==> images/cell_density.png <==
The die is cut into 10 by 10 equal tiles; white is low, dark blue is high, 0 to 100% covered.
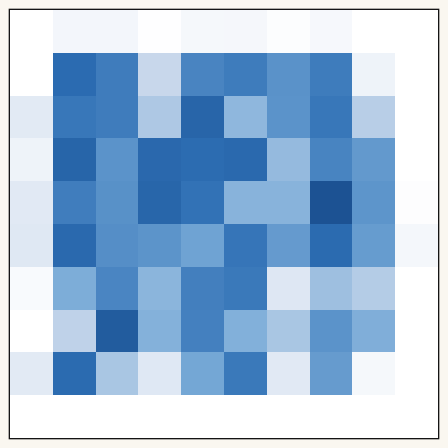
==> images/placement.png <==
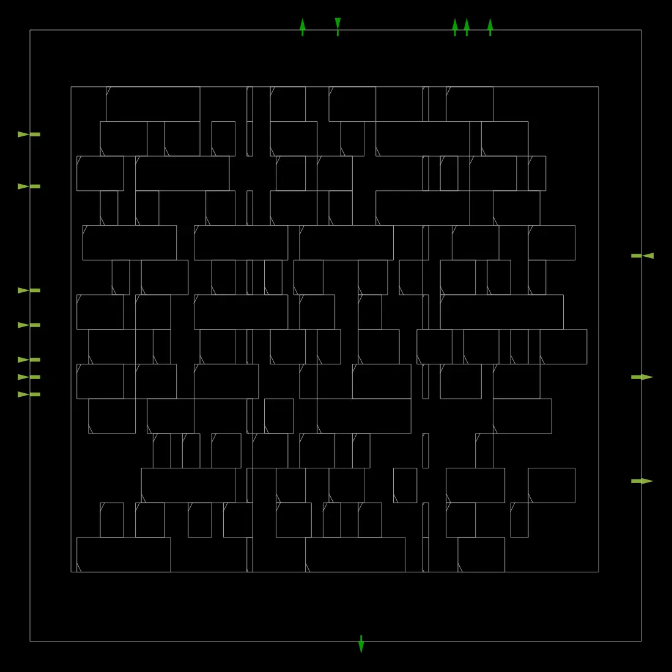
==> images/detail.png <==
Window x 26 to 46, y 26 to 46 um. Cells in grey, sequential cells in the stronger grey; small squares are vias.
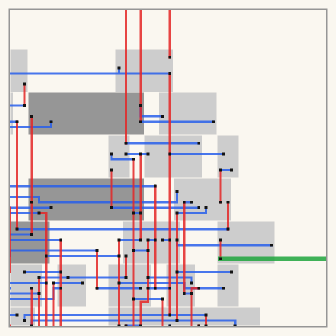
[src/rtl/sync_down_timer.sv]
// Loadable synchronous down-counter/timer with one-shot or periodic (auto-reload) operation.
// Latency: tc registered, asserted in the cycle after the terminal decrement edge (N enabled edges after load).
// No backpressure: en gates counting, load always wins over en, reset wins over everything.
// Optional prescaler enabled by defining SDT_PRESCALE_EN (one decrement per PRESCALE enabled cycles).
module sync_down_timer #(
  parameter int WIDTH    = 4,
  parameter int PRESCALE = 4
) (
  input  logic             clk,
  input  logic             reset,
  input  logic             load,
  input  logic [WIDTH-1:0] load_val,
  input  logic             mode,
  input  logic             en,
  output logic [WIDTH-1:0] count_out,
  output logic             tc,
  output logic             busy,
  output logic             done
);

  typedef enum logic [1:0] {
    S_IDLE = 2'd0,
    S_RUN  = 2'd1,
    S_DONE = 2'd2
  } state_t;

  state_t           state_q, state_d;
  logic [WIDTH-1:0] count_q, count_d;
  logic [WIDTH-1:0] reload_q, reload_d;
  logic             mode_q, mode_d;
  logic             tc_q, tc_d;

  // Qualifies an enabled cycle as one that actually moves the count.
  logic             dec_step;

`ifdef SDT_PRESCALE_EN
  localparam int PW = (PRESCALE > 1) ? $clog2(PRESCALE) : 1;

  logic [PW-1:0] presc_q, presc_d;
  logic          presc_wrap;

  assign presc_wrap = (presc_q == PW'(PRESCALE - 1));
  assign dec_step   = en && presc_wrap;

  // Prescale counter: counts enabled RUN cycles, restarts on load and on every decrement.
  always_comb begin
    presc_d = presc_q;
    if (load) begin
      presc_d = '0;
    end else if (state_q == S_RUN && en) begin
      presc_d = presc_wrap ? '0 : presc_q + PW'(1);
    end
  end

  // Prescale counter register.
  always_ff @(posedge clk) begin
    if (reset) begin
      presc_q <= '0;
    end else begin
      presc_q <= presc_d;
    end
  end
`else
  assign dec_step = en;
`endif

  // Next-state logic: load dominates, then RUN-state counting; IDLE and DONE hold.
  always_comb begin
    state_d  = state_q;
    count_d  = count_q;
    reload_d = reload_q;
    mode_d   = mode_q;
    tc_d     = 1'b0;

    if (load) begin
      count_d  = load_val;
      reload_d = load_val;
      mode_d   = mode;
      state_d  = (load_val != '0) ? S_RUN : S_IDLE;
    end else begin
      unique case (state_q)
        S_RUN: begin
          if (dec_step) begin
            if (count_q == WIDTH'(1)) begin
              tc_d = 1'b1;
              if (mode_q) begin
                count_d = reload_q;
              end else begin
                count_d = '0;
                state_d = S_DONE;
              end
            end else if (count_q != '0) begin
              count_d = count_q - WIDTH'(1);
            end else begin
              // A zero count cannot be reached in RUN; park safely if it ever is.
              state_d = S_IDLE;
            end
          end
        end
        S_DONE: begin
          count_d = '0;
        end
        S_IDLE: begin
          count_d = count_q;
        end
        default: begin
          state_d = S_IDLE;
        end
      endcase
    end
  end

  // State and datapath registers with synchronous reset.
  always_ff @(posedge clk) begin
    if (reset) begin
      state_q  <= S_IDLE;
      count_q  <= '0;
      reload_q <= '0;
      mode_q   <= 1'b0;
      tc_q     <= 1'b0;
    end else begin
      state_q  <= state_d;
      count_q  <= count_d;
      reload_q <= reload_d;
      mode_q   <= mode_d;
      tc_q     <= tc_d;
    end
  end

  assign count_out = count_q;
  assign tc        = tc_q;
  assign busy      = (state_q == S_RUN);
  assign done      = (state_q == S_DONE);

endmodule

[config.mk]
export PLATFORM = sky130hd
export DESIGN_NAME = sync_down_timer
export DESIGN_NICKNAME = d
export VERILOG_FILES = /design/src/rtl/sync_down_timer.sv
export SDC_FILE = /design/constraint.sdc
export NUM_CORES = 1
export LEC_CHECK = 0
export CELL_PAD_IN_SITES_DETAIL_PLACEMENT = 1
export CELL_PAD_IN_SITES_GLOBAL_PLACEMENT = 1
export CORE_MARGIN = 3
export CORE_UTILIZATION = 37
export DETAILED_ROUTE_END_ITERATION = 12
export PLACE_DENSITY_LB_ADDON = 0.12
export SETUP_SLACK_MARGIN = 0.5
export SYNTH_ARGS = -nofsm -noshare
export SYNTH_HDL_FRONTEND = slang
export SYNTH_SLANG_ARGS = --single-unit
[constraint.sdc]
create_clock -name clk -period 2.4 [get_ports clk]
set_input_delay 0.36 -clock clk [delete_from_list [all_inputs] [get_ports clk]]
set_output_delay 0.36 -clock clk [all_outputs]
set_load 0.01 [all_outputs]
==> results.toml <==
# synthesis and place-and-route metrics
[status]
outcome = "finished, final reports clean"

[critical_path]
reg2reg_depth = 6
path_max_fanout = 5
r2r_slack_ps = 690

[power_and_ir_drop]
powerSeq_mw = 0.226
p_leak_nw = 0.335
pwr-share-clk_pct = 32.8
combPwrFrac_pct = 21.0

[grt]
grt_pass1_wl_mm = 2.74

[final_layout]
lay_top_cells = "clkdlybuf4s50_1 (15), dfxtp_1 (11), nor2_1 (7)"
regArea_um2 = 241
final-nonclk-buf-share_pct = 18.2
clockBufferCount = 4
comb_area_um2 = 390
buffers = 16
nMultiInputCombCells = 56

[cts]
clockBufferDepth = 2
path_clk_slew_ps = 80
clockRootBuffer = "clkbuf_4"

[synth]
common_cells = "dfxtp_1 (12), nor2_1 (7), nor3_1 (6)"
ys_sh_aoi_pct = 25.1
synthXorXnorAreaFrac_pct = 1.34

[placed_design]
place_inst = 105
routabilityCongestion = 0.784
pre_cts_ws_ps = 646

[job]
warnings = 28

[timing]
rsz0062_at_grt = "yes"
hold_viol_final = 0

[detailed_routing]
wl_per_cell_um = 14.9
wl_met3_um = 71
Back to the opening pictures, cell_density.png:
tiles over 75% full: 12%
mean over tiles: 37%
nearly empty tiles: 24%
emptiest ninth of the die: bottom right
densest ninth of the die: middle
total core area: 1580 um2
Pre-Place Util: 41.3%
Util after Layout: 54.8%

Back to the opening pictures, placement.png:
site row count: 14
flop share of the area: 27.9%
Final Non-Filler Cells: 109
n_taps: 16

Back to the opening pictures, detail.png:
[metal 2] red
[metal 1] blue
[metal 3] green
sequential cells in the window: 2
cells with their middle in the window: 15
most frequent: clkdlybuf4s50_1 (4), inv_1 (2), dfxtp_1 (2)
netlist names of flops here include: `count_out` (1), `tc` (1)

Power figures rest on the tool's default switching activity, not on a simulated workload.
